`src/rtl/obstacle_gen.sv`:
```
// Per-slot obstacle rectangles for the side-scroller: LFSR-placed spawns at the right
// edge, fixed-step leftward scroll on run frames, retirement count of cleared obstacles.
module obstacle_gen #(
  parameter int          NUM_OBS      = 10,
  parameter int          SCREEN_W     = 640,
  parameter int          OBS_WIDTH    = 40,
  parameter int          OBS_HEIGHT   = 120,
  parameter int          UPPER_BOUND  = 20,
  parameter int          LOWER_BOUND  = 460,
  parameter int          SCROLL_SPEED = 4,
  parameter int          SPAWN_PERIOD = 40,
  parameter logic [15:0] SEED         = 16'hACE1
) (
  input  logic                      clk,
  input  logic                      rst_n,
  input  logic [1:0]                gamemode,
  output logic [NUM_OBS-1:0][9:0]   obstacle_x_left,
  output logic [NUM_OBS-1:0][9:0]   obstacle_x_right,
  output logic [NUM_OBS-1:0][8:0]   obstacle_y_up,
  output logic [NUM_OBS-1:0][8:0]   obstacle_y_down,
  output logic [15:0]               obstacles_passed
);

  // mode  | meaning
  // IDLE  | clear slots, counter, lfsr and score
  // RUN   | move/retire, spawn, advance lfsr
  // PAUSE | hold everything
  // CRASH | hold everything
  typedef enum logic [1:0] {
    MODE_IDLE  = 2'b00,
    MODE_RUN   = 2'b01,
    MODE_PAUSE = 2'b10,
    MODE_CRASH = 2'b11
  } mode_e;

  localparam int Y_SPAN = LOWER_BOUND - UPPER_BOUND - OBS_HEIGHT;
  localparam int CNT_W  = $clog2(SPAWN_PERIOD) + 1;

  localparam logic [9:0]       SPEED_X  = 10'(SCROLL_SPEED);
  localparam logic [9:0]       SPAWN_XL = 10'(SCREEN_W);
  localparam logic [9:0]       SPAWN_XR = 10'(SCREEN_W + OBS_WIDTH);
  localparam logic [8:0]       HEIGHT_Y = 9'(OBS_HEIGHT);
  localparam logic [8:0]       UPPER_Y  = 9'(UPPER_BOUND);
  localparam logic [8:0]       SPAN_Y   = 9'(Y_SPAN);
  localparam logic [CNT_W-1:0] CNT_LAST = CNT_W'(SPAWN_PERIOD - 1);

  logic [NUM_OBS-1:0] active;
  logic [NUM_OBS-1:0] retire;
  logic [NUM_OBS-1:0] spawn_sel;
  logic               free_found;
  logic [15:0]        lfsr;
  logic [15:0]        lfsr_next;
  logic [CNT_W-1:0]   spawn_cnt;
  logic               spawn_tick;
  logic [15:0]        retire_cnt;
  logic [16:0]        passed_sum;
  logic [15:0]        passed_next;
  logic [8:0]         off;
  logic [8:0]         y_up_new;

  always_comb begin
    lfsr_next  = {1'b0, lfsr[15:1]} ^ (lfsr[0] ? 16'hB400 : 16'h0000);
    spawn_tick = (spawn_cnt == CNT_LAST);

    // Selection looks only at the pre-edge active bits, so a slot retiring now is not reused.
    spawn_sel  = '0;
    free_found = 1'b0;
    retire     = '0;
    retire_cnt = '0;
    for (int i = 0; i < NUM_OBS; i++) begin
      if (!active[i] && !free_found && spawn_tick) begin
        spawn_sel[i] = 1'b1;
        free_found   = 1'b1;
      end
      retire[i]  = active[i] && (obstacle_x_right[i] <= SPEED_X);
      retire_cnt = retire_cnt + 16'(retire[i]);
    end

    passed_sum  = {1'b0, obstacles_passed} + {1'b0, retire_cnt};
    passed_next = passed_sum[16] ? 16'hFFFF : passed_sum[15:0];

    off      = (lfsr[8:0] > SPAN_Y) ? (lfsr[8:0] - 9'd256) : lfsr[8:0];
    y_up_new = UPPER_Y + off;
  end

  always_ff @(posedge clk or negedge rst_n) begin
    if (!rst_n) begin
      active           <= '0;
      obstacle_x_left  <= '0;
      obstacle_x_right <= '0;
      obstacle_y_up    <= '0;
      obstacle_y_down  <= '0;
      obstacles_passed <= '0;
      spawn_cnt        <= '0;
      lfsr             <= SEED;
    end else begin
      case (gamemode)
        MODE_IDLE: begin
          active           <= '0;
          obstacle_x_left  <= '0;
          obstacle_x_right <= '0;
          obstacle_y_up    <= '0;
          obstacle_y_down  <= '0;
          obstacles_passed <= '0;
          spawn_cnt        <= '0;
          lfsr             <= SEED;
        end
        MODE_RUN: begin
          lfsr             <= lfsr_next;
          obstacles_passed <= passed_next;
          spawn_cnt        <= spawn_tick ? '0 : spawn_cnt + CNT_W'(1);
          for (int i = 0; i < NUM_OBS; i++) begin
            if (active[i]) begin
              if (retire[i]) begin
                active[i]           <= 1'b0;
                obstacle_x_left[i]  <= '0;
                obstacle_x_right[i] <= '0;
                obstacle_y_up[i]    <= '0;
                obstacle_y_down[i]  <= '0;
              end else begin
                obstacle_x_right[i] <= obstacle_x_right[i] - SPEED_X;
                obstacle_x_left[i]  <= (obstacle_x_left[i] < SPEED_X) ? 10'd0
                                       : obstacle_x_left[i] - SPEED_X;
              end
            end else if (spawn_sel[i]) begin
              active[i]           <= 1'b1;
              obstacle_x_left[i]  <= SPAWN_XL;
              obstacle_x_right[i] <= SPAWN_XR;
              obstacle_y_up[i]    <= y_up_new;
              obstacle_y_down[i]  <= y_up_new + HEIGHT_Y;
            end
          end
        end
        default: begin
        end
      endcase
    end
  end

endmodule

```
`config.mk`:
```
export PLATFORM = sky130hd
export DESIGN_NAME = obstacle_gen
export DESIGN_NICKNAME = d
export VERILOG_FILES = /design/src/rtl/obstacle_gen.sv
export SDC_FILE = /design/constraint.sdc
export NUM_CORES = 1
export LEC_CHECK = 0
export ABC_AREA = 1
export CAP_MARGIN = 20
export CORE_MARGIN = 2
export CORE_UTILIZATION = 45
export CTS_BUF_LIST = sky130_fd_sc_hd__clkbuf_8
export DETAILED_ROUTE_END_ITERATION = 6
export PLACE_DENSITY = 0.8
export SLEW_MARGIN = 0
export SYNTH_ARGS = -nofsm -noshare
export SYNTH_HDL_FRONTEND = slang
export SYNTH_SLANG_ARGS = --single-unit
```
`constraint.sdc`:
```
create_clock -name clk -period 6.2 [get_ports clk]
set_input_delay 1.24 -clock clk [delete_from_list [all_inputs] [get_ports clk]]
set_output_delay 1.24 -clock clk [all_outputs]
set_load 0.01 [all_outputs]
```
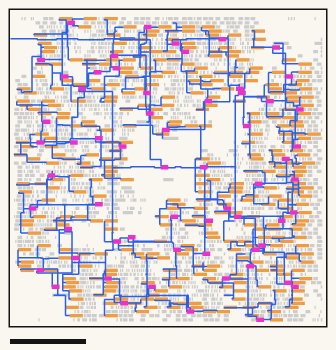
run_1/clock_wires.png
The bar under the picture is 50 um long.
[blue] clock wires | length: 5,200 um
[magenta] clock-net drivers | count: 61
[orange] flip-flops | count: 359
routed clock nets	62
flops lie	widely spread
clk_skew: 0.0312 ns
Clk. pwr: 0.00228 W
clk latency late pin: 0.68 ns

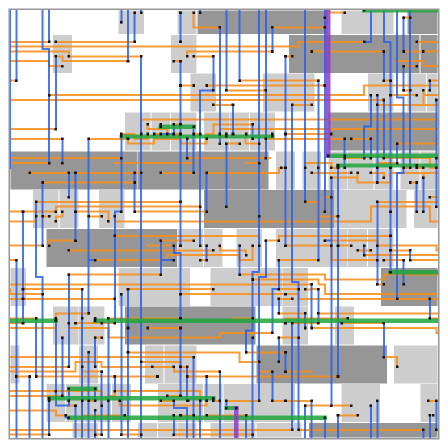
run_1/closeup.png
Window x 141 to 171, y 37 to 67 um. Cells in gray, sequential cells in the stronger gray; small squares are vias.
color	layer
blue	M2
green	M3
purple	M4
orange	M1
netlist names of flops here include	`obstacle_y_down` (5), `obstacle_y_up` (3)
cells with their middle in the window	63
most frequent	nand2_1 (15), nand3_1 (13), dfrtp_1 (9)
sequential cells in the window	9

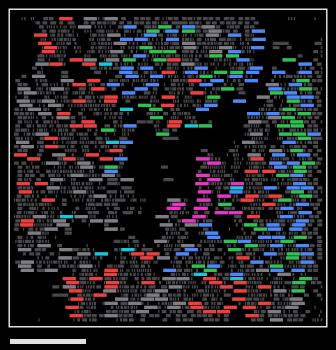
run_1/ff_map.png
The bar under the picture is 50 um long.
color	signal	flops
green	`obstacle_y_down`	60
blue	`obstacle_y_up`	90
magenta	`lfsr`	16
cyan	`active`	10
red	`obstacle_x_right`	80
fin util: 0.580
sequential portion of the cell area: 0.378
P_seq: 0.00266 W
Flop area: 8990 sq um

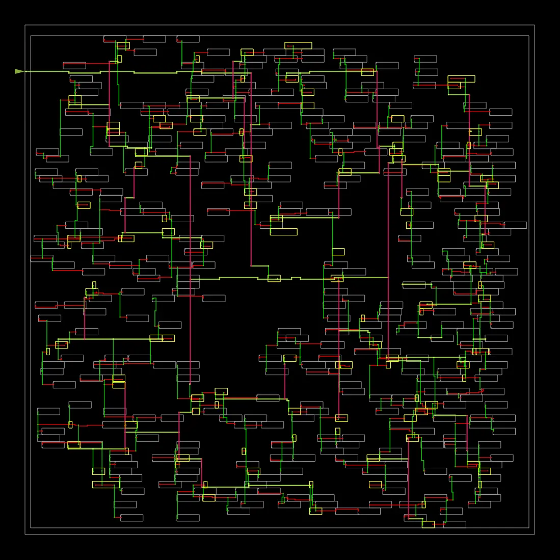
run_1/clock_nets.png
clk_buf instances: 76
TritonCTS Buffers: 61
Clock Sinks: 359
flip-flops: 359

==> out/metrics.cfg, run 1 <==
[status]
status=complete, no violations

[sta]
period_needed_ns=5.22
finalSetupViolations=0
finalSetupTns_ns=0

[global_route]
met2_usage=0.436
grt_overflow=0
use_met3=0.0637
grt.met1_usage=0.346
grt_pass1_wl_mm=92.6
antenna_found_initial=0

[synthesis]
ys_cells=2298
yosys.area_share.adder=0.0334
xor_share=0.0410
ys_sh_mux=0.000533
synthCells=2298
yosysWarnings=0
synth_area_leader_cell=dfrtp_1
most_common_cell=nand2_1

[clock_tree]
cts-root-buf=clkbuf_8
cts-htree-levels=2
cts_resized=0

[route]
met3WireLength_mm=5.00
ant_nets=0
vias=17400
initialDrtViolationCount=1415

[floorplanning]
die_area_sq_um=43400
die_h_um=208
tap_cells=532

[final_layout]
final_nets=2677
n_antenna_cell=0
lay_top_cells=498 x nand2_1, 357 x clkdlybuf4s50_1, 351 x dfrtp_1, 298 x inv_1, 206 x o21ai_0
lay_top_count=nand2_1
buffers=374

[critical_path]
max_stage_delay_ns=0.55
crit_top_cell=fa_1
regToRegEndpoint=obstacles_passed[6]$_DFFE_PN0P_
path_cells=inv_1, ha_1, nor2_1, nor2_1, nand3_1, nor2_1, fa_1, inv_1, fa_1, fa_1, inv_1, fa_1, fa_1, a21oi_1, o21ai_0, nand4_1, inv_1, o21ai_0, o21ai_0

[job]
warnings=43

[hold_path]
holdPathEnd=obstacle_y_down[76]$_DFFE_PN0P_
min_path_cells=2

[power]
vdd_ir_drop_max_mv=0.198
pg_comb_w=0.00130
p_int_w=0.00428

[placement]
placed_cells=3094

--- run 2 (diff from run 1) ---
- clock period: 6.2 -> 4.9 ns (I/O delays scaled with it)
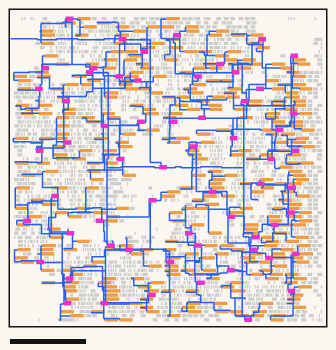
run_2/clock_wires.png
The bar under the picture is 50 um long.
[blue] clock wires | length: 5,420 um
[orange] flip-flops | count: 359
[magenta] clock-net drivers | count: 61
flops lie	widely spread
Clock power frac: 0.358
Clk. pwr: 0.00280 W

==> run 2 against run 1 <==
Synthesized area unchanged. Routed wire length rose by 0.81%. Utilization is 0.13 points higher. Critical path depth grew 3. Combinational power rose by 27%. Sequential cell count stayed put. Total power up 25%. Sequential power grew 27%. Synthesized cell count is the same. Non-clock buffer count increased by 9. Clock skew up 0.0016 ns. First-iteration DRC count shrank 2.8%. Largest cell class unchanged.
==> out/metrics.cfg, run 2 <==
[floorplanning]
die_area_sq_um=43400
tap_cells=532

[critical_path]
max_stage_delay_ns=0.54
regToRegEndpoint=obstacles_passed[6]$_DFFE_PN0P_
path_cells=inv_1, ha_1, nor2_1, nor2_1, nand3_1, inv_1, nand2_1, inv_2, fa_1, inv_1, fa_1, fa_1, inv_1, fa_1, fa_2, a21oi_2, o21ai_2, nand2_1, nor2_1, xor2_1, o21ai_0, o21ai_0
worstSetupPathType=flip-flop to flip-flop

[power]
pg_comb_w=0.00165
p_int_w=0.00531
powerSeq_w=0.00337
vdd_ir_drop_max_mv=0.199

[global_route]
grt_pass1_wl_mm=93.6
antenna_found_initial=0
met2_usage=0.430
use_met3=0.0664
grt.met1_usage=0.348

[final_layout]
clock_buffers=79
lay_top_count=nand2_1
final_nets=2686
post-route-util=0.581
ff_count=359
lay_top_cells=498 x nand2_1, 357 x clkdlybuf4s50_1, 351 x dfrtp_1, 286 x inv_1, 204 x o21ai_0
seq_area_frac=0.377
regArea_sq_um=8990

[placement]
placed_cells=3105

[route]
initialDrtViolationCount=1375
ant_nets=0
met3WireLength_mm=4.94

[status]
status=complete, no violations

[synthesis]
synthCells=2298
synth_area_leader_cell=dfrtp_1
yosys.area_share.adder=0.0334
ys_sh_mux=0.000533
xor_share=0.0410
ys_cells=2298

[sta]
finClkSkew_ns=0.0328
period_needed_ns=4.59
finalSetupViolations=0

[clock_tree]
cts_resized=3
cts-root-buf=clkbuf_8
numCtsBuffers=61
cts-htree-levels=2
cts_sinks=359

[job]
warnings=40

--- run 3 (diff from run 2) ---
- MAX_ROUTING_LAYER: not set -> met4
- SLEW_MARGIN: 0 -> 20
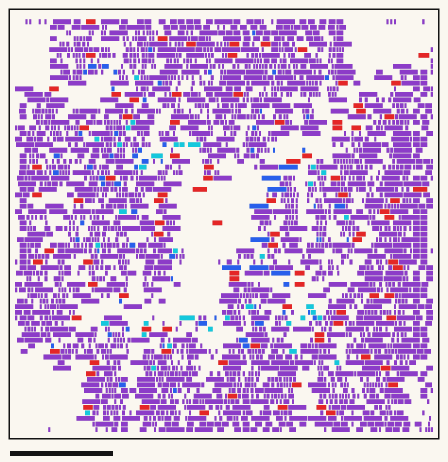
run_3/sizing.png
The bar under the picture is 50 um long.
color	size	cells	share
cyan	x3 and x4	35	1.3%
purple	x1 and smaller	2,493	93%
red	x6 and larger	91	3.4%
blue	x2	70	2.6%
bufs w/o clock: 386
Final WS setup: 0.255 ns
Area Overhead vs Synth: 27.2%

==> run 3 against run 2 <==
Utilization rose by 0.14 points. Synthesized area stayed put. Largest cell class unchanged. Count of clock-buffer cells in the layout is 8 higher. Clock power rose by 1%. Cell area is 0.25% higher. Critical path type unchanged. Hold slack worse by 0.040 ns. Total power is 0.68% higher. Routed wire length down 0.40%. Sequential cell count is the same. Non-clock buffer count is 3 higher.
==> out/metrics.cfg, run 3 <==
[synthesis]
xor_share=0.0410
most_common_cell=nand2_1
ys_sh_mux=0.000533
yosys.area_share.adder=0.0334
ys_cells=2298
synth_area_leader_cell=dfrtp_1

[final_layout]
post-route-util=0.583
lay_top_count=nand2_1
clock_buffers=87
buf_share=0.160
lay_top_cells=498 x nand2_1, 357 x clkdlybuf4s50_1, 351 x dfrtp_1, 286 x inv_1, 203 x o21ai_0
finalInstanceArea_sq_um=23900
final_nets=2689
seq_area_frac=0.376
n_antenna_cell=0
final_layout_size_suffix_gt1_frac=0.0729
regArea_sq_um=8990

[sta]
finClkSkew_ns=0.0163
period_needed_ns=4.64
finalSetupTns_ns=0
fmax_mhz=215
finalSetupViolations=0

[power]
power.share.clock=0.360
p_clk_w=0.00284
powerSeq_w=0.00337
vdd_ir_drop_max_mv=0.246
p_int_w=0.00538

[floorplanning]
die_area_sq_um=43400
die_h_um=208
tap_cells=532

[critical_path]
rr_worst_depth=22
worstSetupPathType=flip-flop to flip-flop
regToRegEndpoint=obstacles_passed[9]$_DFFE_PN0P_
crit_top_cell=fa_1
path_cells=inv_1, ha_1, nor2_1, nor2_1, nand3_1, inv_1, nand2_1, inv_2, fa_1, inv_1, fa_1, fa_1, inv_1, fa_1, fa_1, a21oi_1, o21ai_2, nand4_1, buf_4, nand3_1, nand2_1, o21ai_0

[clock_tree]
cts-htree-levels=2
cts_resized=3
cts-root-buf=clkbuf_8
numCtsBuffers=61
cts_sinks=359

[status]
status=complete, no violations

[job]
warnings=37

[global_route]
grt_overflow=0
grt.met1_usage=0.350
use_met3=0.0614

[placement]
placed_cells=3107

[route]
initialDrtViolationCount=1376
ant_nets=0
vias=17400
met3WireLength_mm=4.94

Power figures rest on the tool's default switching activity, not on a simulated workload.
